### src/rtl/lstm_pkg.sv
`default_nettype none
// +----------------------------------------------------------------------+
// | lstm_pkg : shared types and defaults for the lstm_layers wrappers    |
// | rev 1.0                                                              |
// +----------------------------------------------------------------------+
package lstm_pkg;

  localparam int c_default_width  = 16;
  localparam int c_default_layers = 4;

  typedef enum logic [2:0] {
    S_IDLE  = 3'd0,
    S_INIT  = 3'd1,
    S_ISSUE = 3'd2,
    S_WAIT  = 3'd3,
    S_DRAIN = 3'd4
  } seq_state_t;

  typedef logic signed [c_default_layers-1:0][c_default_width-1:0] lstm_vec_t;

endpackage
`default_nettype wire

### src/rtl/lstm_out_buffer.sv
`default_nettype none
// +----------------------------------------------------------------------+
// | lstm_out_buffer : single-entry valid/ready register for {last, y}    |
// | rev 1.0                                                              |
// +----------------------------------------------------------------------+
module lstm_out_buffer #(
  parameter int WIDTH = 16
) (
  input  logic             clk,
  input  logic             rst,
  input  logic             clr,
  input  logic             load,
  input  logic [WIDTH-1:0] load_y,
  input  logic             load_last,
  input  logic             m_ready,
  output logic             m_valid,
  output logic [WIDTH-1:0] m_y,
  output logic             m_last
);

  logic             r_valid;
  logic [WIDTH-1:0] r_y;
  logic             r_last;

  // Data only changes on load, so it holds while the consumer stalls.
  always_ff @(posedge clk) begin
    if (!rst) begin
      r_valid <= 1'b0;
      r_y     <= '0;
      r_last  <= 1'b0;
    end else if (clr) begin
      r_valid <= 1'b0;
    end else if (load) begin
      r_valid <= 1'b1;
      r_y     <= load_y;
      r_last  <= load_last;
    end else if (r_valid && m_ready) begin
      r_valid <= 1'b0;
    end
  end

  assign m_valid = r_valid;
  assign m_y     = r_y;
  assign m_last  = r_last;

endmodule
`default_nettype wire

### src/rtl/lstm_sequencer.sv
`default_nettype none
// +----------------------------------------------------------------------+
// | lstm_sequencer : runs one full sequence through lstm_layers per start |
// | rev 1.0                                                              |
// +----------------------------------------------------------------------+
module lstm_sequencer
  import lstm_pkg::*;
#(
  parameter int LAYERS    = c_default_layers,
  parameter int WIDTH     = c_default_width,
  parameter int LEN_WIDTH = 16,
  parameter int TIMEOUT   = 1024
) (
  input  logic                         clk,
  input  logic                         rst,
  input  logic                         start,
  input  logic                         abort,
  input  logic [LEN_WIDTH-1:0]         seq_len,
  input  logic                         init_load,
  input  logic [LAYERS-1:0][WIDTH-1:0] h_init,
  input  logic [LAYERS-1:0][WIDTH-1:0] C_init,
  input  logic [WIDTH-1:0]             s_x,
  input  logic                         s_valid,
  output logic                         s_ready,
  output logic [WIDTH-1:0]             m_y,
  output logic                         m_last,
  output logic                         m_valid,
  input  logic                         m_ready,
  input  logic                         lstm_ready,
  output logic [LAYERS-1:0][WIDTH-1:0] lstm_h_in,
  output logic [LAYERS-1:0][WIDTH-1:0] lstm_C_in,
  output logic [LAYERS-1:0]            lstm_h_in_valid,
  output logic [LAYERS-1:0]            lstm_C_in_valid,
  output logic [WIDTH-1:0]             lstm_x_in,
  output logic                         lstm_x_in_valid,
  input  logic [WIDTH-1:0]             lstm_y_out,
  input  logic [WIDTH-1:0]             lstm_C_out,
  input  logic                         lstm_valid,
  output logic                         busy,
  output logic                         done,
  output logic                         timeout_err,
  output logic [WIDTH-1:0]             C_final
);

  localparam int c_layer_w = (LAYERS > 1) ? $clog2(LAYERS) : 1;
  localparam int c_wdog_w  = (TIMEOUT > 1) ? $clog2(TIMEOUT) : 1;

  seq_state_t           r_state;
  seq_state_t           w_state_next;
  logic [LEN_WIDTH-1:0] r_seq_len;
  logic [LEN_WIDTH-1:0] r_step;
  logic                 r_init_load;
  logic [c_layer_w-1:0] r_layer;
  logic [c_wdog_w-1:0]  r_wdog;
  logic                 r_done;
  logic                 r_timeout_err;
  logic [WIDTH-1:0]     r_x_in;
  logic                 r_x_in_valid;
  logic [WIDTH-1:0]     r_C_final;

  logic w_accept;
  logic w_zero_start;
  logic w_issue;
  logic w_result;
  logic w_timeout;
  logic w_drain_done;
  logic w_last;
  logic w_buf_clr;

  assign w_last  = (r_step == (r_seq_len - LEN_WIDTH'(1)));
  assign s_ready = (r_state == S_ISSUE) && lstm_ready && !m_valid;
  assign busy    = (r_state != S_IDLE);

  always_ff @(posedge clk) begin
    if (!rst) begin
      r_state <= S_IDLE;
    end else begin
      r_state <= w_state_next;
    end
  end

  always_comb begin
    w_state_next = r_state;
    w_accept     = 1'b0;
    w_zero_start = 1'b0;
    w_issue      = 1'b0;
    w_result     = 1'b0;
    w_timeout    = 1'b0;
    w_drain_done = 1'b0;
    if (abort) begin
      w_state_next = S_IDLE;
    end else begin
      case (r_state)
        S_IDLE: begin
          if (start) begin
            if (seq_len != '0) begin
              w_accept     = 1'b1;
              w_state_next = S_INIT;
            end else begin
              w_zero_start = 1'b1;
            end
          end
        end
        S_INIT: begin
          if (r_layer == c_layer_w'(LAYERS - 1)) begin
            w_state_next = S_ISSUE;
          end
        end
        S_ISSUE: begin
          if (s_valid && s_ready) begin
            w_issue      = 1'b1;
            w_state_next = S_WAIT;
          end
        end
        S_WAIT: begin
          // A result arriving on the expiry cycle takes precedence.
          if (lstm_valid) begin
            w_result     = 1'b1;
            w_state_next = w_last ? S_DRAIN : S_ISSUE;
          end else if (r_wdog == c_wdog_w'(TIMEOUT - 1)) begin
            w_timeout    = 1'b1;
            w_state_next = S_IDLE;
          end
        end
        S_DRAIN: begin
          if (m_valid && m_ready) begin
            w_drain_done = 1'b1;
            w_state_next = S_IDLE;
          end
        end
        default: w_state_next = S_IDLE;
      endcase
    end
  end

  always_comb begin
    lstm_h_in_valid = '0;
    lstm_C_in_valid = '0;
    lstm_h_in       = '0;
    lstm_C_in       = '0;
    if (r_state == S_INIT) begin
      lstm_h_in_valid[r_layer] = 1'b1;
      lstm_C_in_valid[r_layer] = 1'b1;
      if (r_init_load) begin
        lstm_h_in = h_init;
        lstm_C_in = C_init;
      end
    end
  end

  always_ff @(posedge clk) begin
    if (!rst) begin
      r_seq_len     <= '0;
      r_step        <= '0;
      r_init_load   <= 1'b0;
      r_layer       <= '0;
      r_wdog        <= '0;
      r_done        <= 1'b0;
      r_timeout_err <= 1'b0;
      r_x_in        <= '0;
      r_x_in_valid  <= 1'b0;
      r_C_final     <= '0;
    end else begin
      r_done       <= w_zero_start | w_timeout | w_drain_done;
      r_x_in_valid <= w_issue;
      r_layer      <= (r_state == S_INIT) ? r_layer + c_layer_w'(1) : '0;
      r_wdog       <= (r_state == S_WAIT) ? r_wdog + c_wdog_w'(1) : '0;
      if (w_issue) begin
        r_x_in <= s_x;
      end
      if (w_accept) begin
        r_seq_len     <= seq_len;
        r_init_load   <= init_load;
        r_step        <= '0;
        r_timeout_err <= 1'b0;
      end
      if (w_timeout) begin
        r_timeout_err <= 1'b1;
      end
      if (w_result) begin
        r_step <= r_step + LEN_WIDTH'(1);
        if (w_last) begin
          r_C_final <= lstm_C_out;
        end
      end
    end
  end

  assign w_buf_clr = abort | w_timeout;

  lstm_out_buffer #(
    .WIDTH (WIDTH)
  ) u_out_buffer (
    .clk       (clk),
    .rst       (rst),
    .clr       (w_buf_clr),
    .load      (w_result),
    .load_y    (lstm_y_out),
    .load_last (w_last),
    .m_ready   (m_ready),
    .m_valid   (m_valid),
    .m_y       (m_y),
    .m_last    (m_last)
  );

  assign done            = r_done;
  assign timeout_err     = r_timeout_err;
  assign lstm_x_in       = r_x_in;
  assign lstm_x_in_valid = r_x_in_valid;
  assign C_final         = r_C_final;

endmodule
`default_nettype wire

### config.mk
export PLATFORM = sky130hd
export DESIGN_NAME = lstm_sequencer
export DESIGN_NICKNAME = d
export VERILOG_FILES = /design/src/rtl/lstm_pkg.sv /design/src/rtl/lstm_out_buffer.sv /design/src/rtl/lstm_sequencer.sv
export SDC_FILE = /design/constraint.sdc
export NUM_CORES = 1
export LEC_CHECK = 0
export CORE_AREA = 2 2 152 154
export DETAILED_ROUTE_END_ITERATION = 10
export DIE_AREA = 0 0 154 156
export PLACE_DENSITY = 0.62
export REMOVE_ABC_BUFFERS = 1
export SETUP_SLACK_MARGIN = 0.2
export SYNTH_ARGS = -nofsm -noshare
export SYNTH_HDL_FRONTEND = slang
export SYNTH_SLANG_ARGS = --single-unit
export TNS_END_PERCENT = 1
### constraint.sdc
create_clock -name clk -period 5.3 [get_ports clk]
set_clock_uncertainty 0.15 [all_clocks]
set_input_delay 0.795 -clock clk [delete_from_list [all_inputs] [get_ports clk]]
set_output_delay 0.795 -clock clk [all_outputs]
set_load 0.03 [all_outputs]
==> run_1/placement_by_type.png <==
The bar under the picture is 50 µm long. Fill, decap, tap and diode cells in gray.
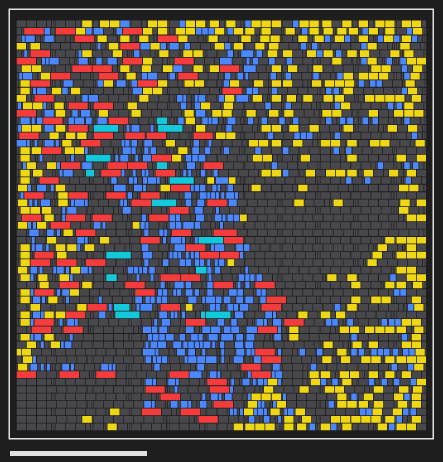
Key: combinational and other logic = blue [cells 553]; clock drivers and dummy loads = cyan [cells 16]; remaining buffers and delay cells = yellow [cells 397]; sequential cells = red [cells 101]
Design Area, Final: 10000 µm²
Seq area share: 20.2%
Site Rows: 55

==> run_1/layer_met4.png <==
The bar under the picture is 50 µm long. Supply wires on this layer in gray.
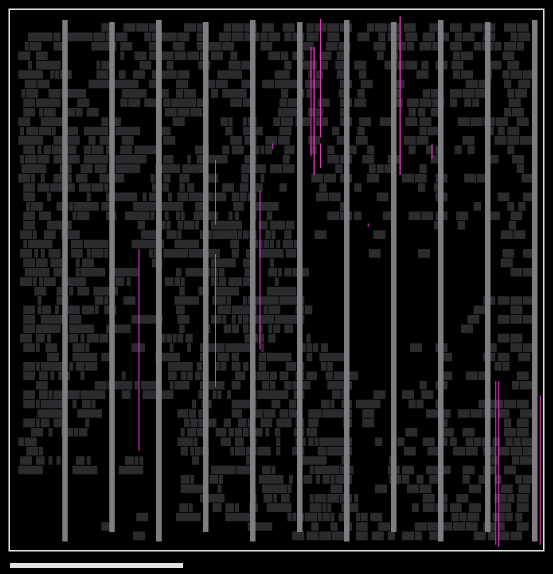
13 nets have wire on it. The longest straight run is 57.8 µm. The layer carries 458 µm of wire.
Total Wirelength: 27.4 mm
total number of vias: 6426

==> run_1/layer_met1.png <==
Supply wires on this layer in gray.
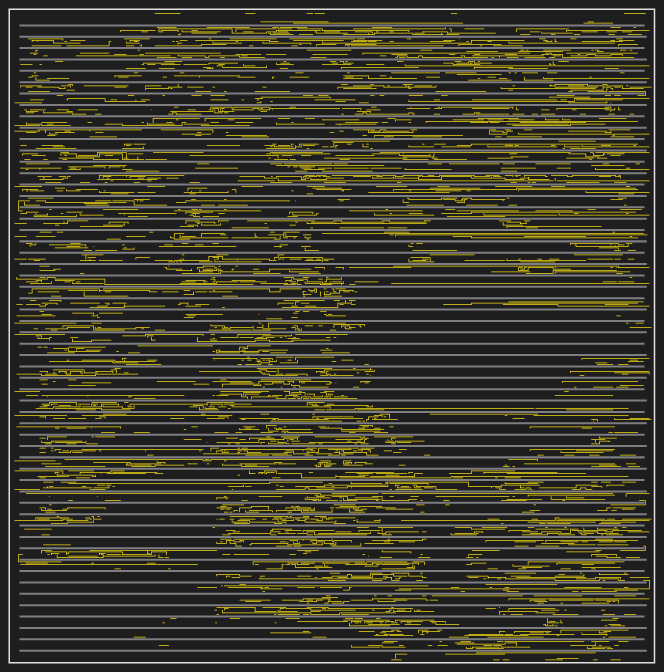
The layer holds 44% of the routed length. The wires run mostly horizontal. 1136 nets have wire on it. The longest straight run is 76.8 µm.

==> run_1/cell_density.png <==
The die is cut into 15 by 16 equal tiles; white is low, dark blue is high, 0 to 100% covered.
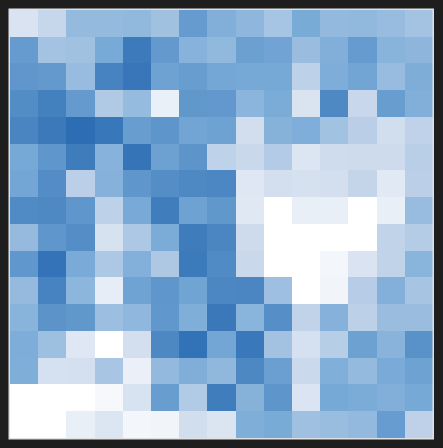
The emptiest ninth of the die: middle right. 0.40% of the tiles are over 75% full. The mean over all tiles is 40%.

==> run_results.csv, run 1 <==
group,metric,value,unit
sta,whs,0.305,ns
power,p_int,0.00130,W
run,maxCapViolations,0,
final_layout,multi_input_comb_cells,545,
sta,hold_violations,0,
final_layout,nClkBuffers,9,
sta,maxSlewViolCount,0,
outcome,outcome,"finished clean",
hold_path,min_to,"u_out_buffer.m_y[7]",
final_layout,final_nets,1270,
power,power.share.combinational,18.5,%
synthesis,xor_area_share,4.47,%
power,p_clk,0.000673,W
synthesis,ys_cells,716,
worst_setup_path,cp-endpoint,"lstm_h_in[7]",
final_layout,clk_share,2.99,%
worst_setup_path,worstReg2RegStart,"r_seq_len[0]",
synthesis,yosys.area_share.adder,1.54,%
floorplanning,die_h,156,µm
final_layout,comb_share,33.5,%
clocking,cts_tree,"yes",
detailed_routing,wl_met1,12.0,mm
floorplanning,tap_cells,285,
power,ir_drop,129,µV
detailed_routing,avgRoutedWirePerCell,20.3,µm
place,dp_cells,1336,
==> run_1/congestion.png <==
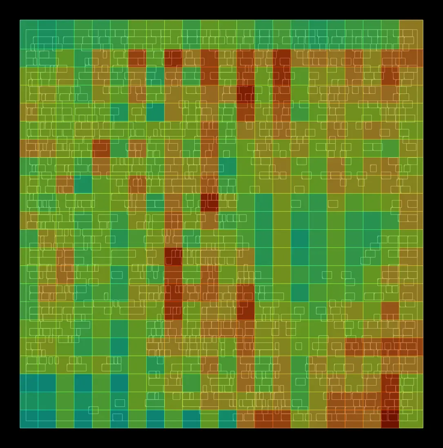

## Run 2: what changed since run 1
- CORE_AREA: 2 2 152 154 -> 2 2 153 155
- DIE_AREA: 0 0 154 156 -> 0 0 155 157
- PLACE_DENSITY: 0.62 -> 0.64
- clock period: 5.3 -> 3.3 ns (I/O delays scaled with it)
==> run_2/congestion.png <==
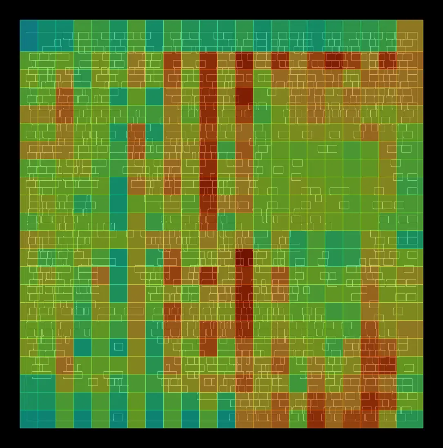
GR Util All Layers: 21.6%
GR Layer Usage met2: 34.9%
M1 GR Usage: 25.9%
GR Util met3: 8.76%
global route hottest layer: met2

==> run_results.csv, run 2 <==
group,metric,value,unit
synthesis,xor_area_share,4.47,%
worst_setup_path,worstPathArrival,2.42,ns
place,dp_cells,1341,
worst_setup_path,cp-endpoint,"lstm_h_in[40]",
outcome,outcome,"finished clean",
final_layout,utilization,44.6,%
sta,maxSlewViolCount,0,
run,maxCapViolations,0,
sta,hold_violations,0,
clocking,cts_tree,"yes",
final_layout,multi_input_comb_cells,545,
final_layout,seq_area_share,20.2,%
final_layout,design_area,10000,µm²
final_layout,clk_share,2.90,%
final_layout,nClkBuffers,9,
hold_path,min_to,"u_out_buffer.m_y[7]",
worst_setup_path,r2r_slack,0.51,ns
detailed_routing,avgRoutedWirePerCell,20.0,µm
floorplanning,rows,55,
detailed_routing,ant_nets,0,
clocking,clockBufferDepth,2,
power,power,0.00286,W
detailed_routing,wl_met1,11.5,mm
final_layout,final_nets,1275,
synthesis,edf_count,0,
worst_setup_path,worstReg2RegStart,"r_seq_len[8]",
grt,grt_max_degree,84,
synthesis,yosys.area_share.adder,1.54,%
power,power.share.combinational,19.1,%
power,p_clk,0.00106,W
power,ir_drop,218,µV
power,p_int,0.00208,W
sta,whs,0.302,ns
final_layout,comb_share,33.5,%
==> run_2/layer_met4.png <==
The bar under the picture is 50 µm long. Supply wires on this layer in gray.
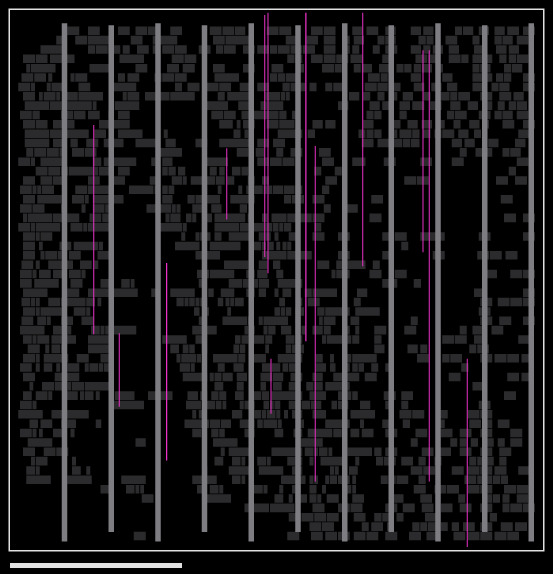
11 nets have wire on it. The layer holds 3.0% of the routed length. The layer carries 824 µm of wire. The wires run mostly vertical.
total number of vias: 6396
Total Wirelength: 27.3 mm

==> run_2/layer_met1.png <==
Supply wires on this layer in gray.
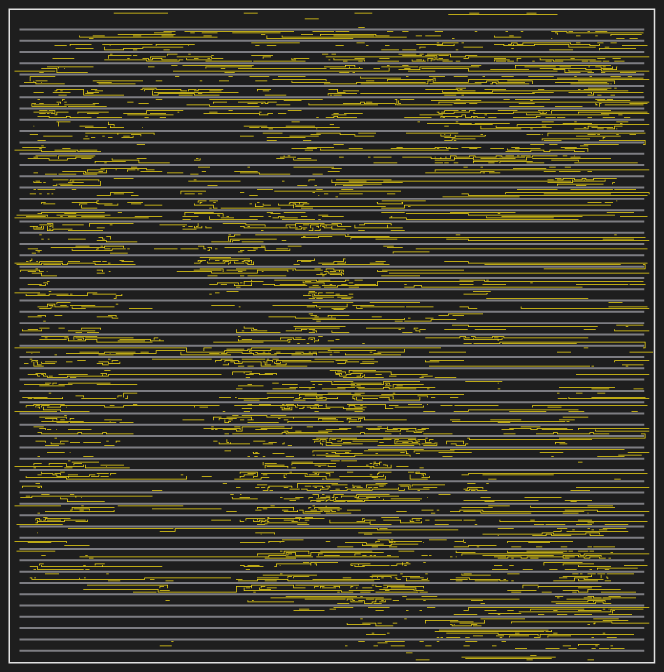

## Run 3: what changed since run 2
- MAX_ROUTING_LAYER: default -> met4
- SETUP_SLACK_MARGIN: 0.2 -> default
==> run_3/layer_met1.png <==
Supply wires on this layer in gray.
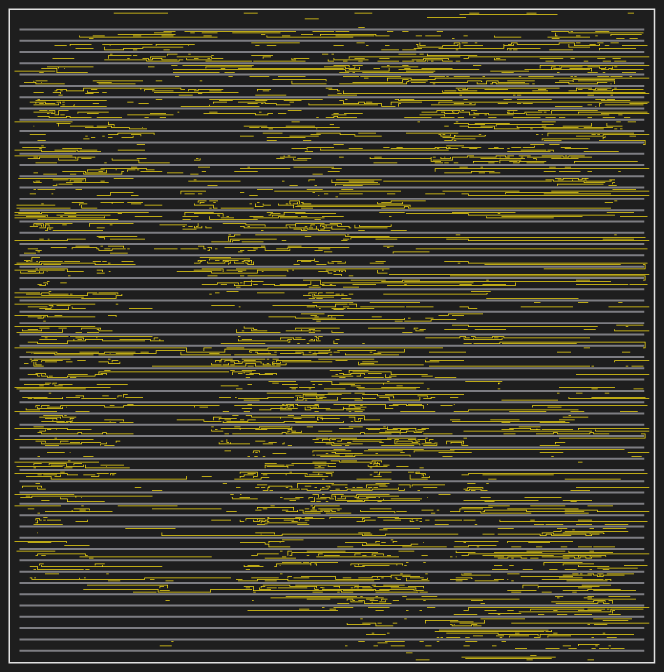
The wires run mostly horizontal. The longest straight run is 73.6 µm.
M1 GR Usage: 26.3%
Total Wirelength: 27.3 mm
total number of vias: 6389

==> run_3/layer_met4.png <==
The bar under the picture is 50 µm long. Supply wires on this layer in gray.
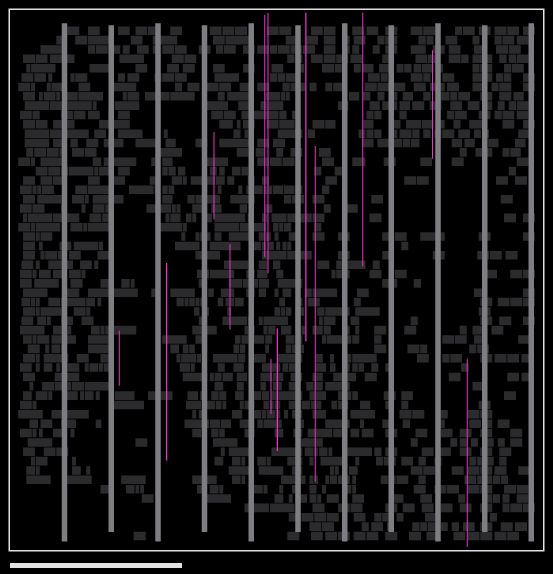
The wires run mostly vertical. The layer carries 671 µm of wire. 10 nets have wire on it. The longest straight run is 97.2 µm.

==> run_results.csv, run 3 <==
group,metric,value,unit
clocking,clockBufferDepth,2,
sta,hold_violations,0,
final_layout,design_area,10100,µm²
sta,whs,0.304,ns
power,p_clk,0.00106,W
synthesis,xor_area_share,4.47,%
power,power,0.00286,W
worst_setup_path,r2r_slack,0.51,ns
final_layout,clk_share,2.88,%
hold_path,min_to,"u_out_buffer.m_y[6]",
final_layout,multi_input_comb_cells,545,
power,ir_drop,218,µV
worst_setup_path,cp-endpoint,"lstm_C_in[58]",
run,maxCapViolations,0,
outcome,outcome,"finished clean",
sta,maxSlewViolCount,0,
final_layout,utilization,44.9,%
final_layout,final_nets,1275,
grt,grt.met3_usage,7.87,%
detailed_routing,ant_nets,0,
grt,met2_usage,35.0,%
floorplanning,rows,55,
grt,track_usage,22.2,%
Power is estimated from default activity; no workload was simulated.
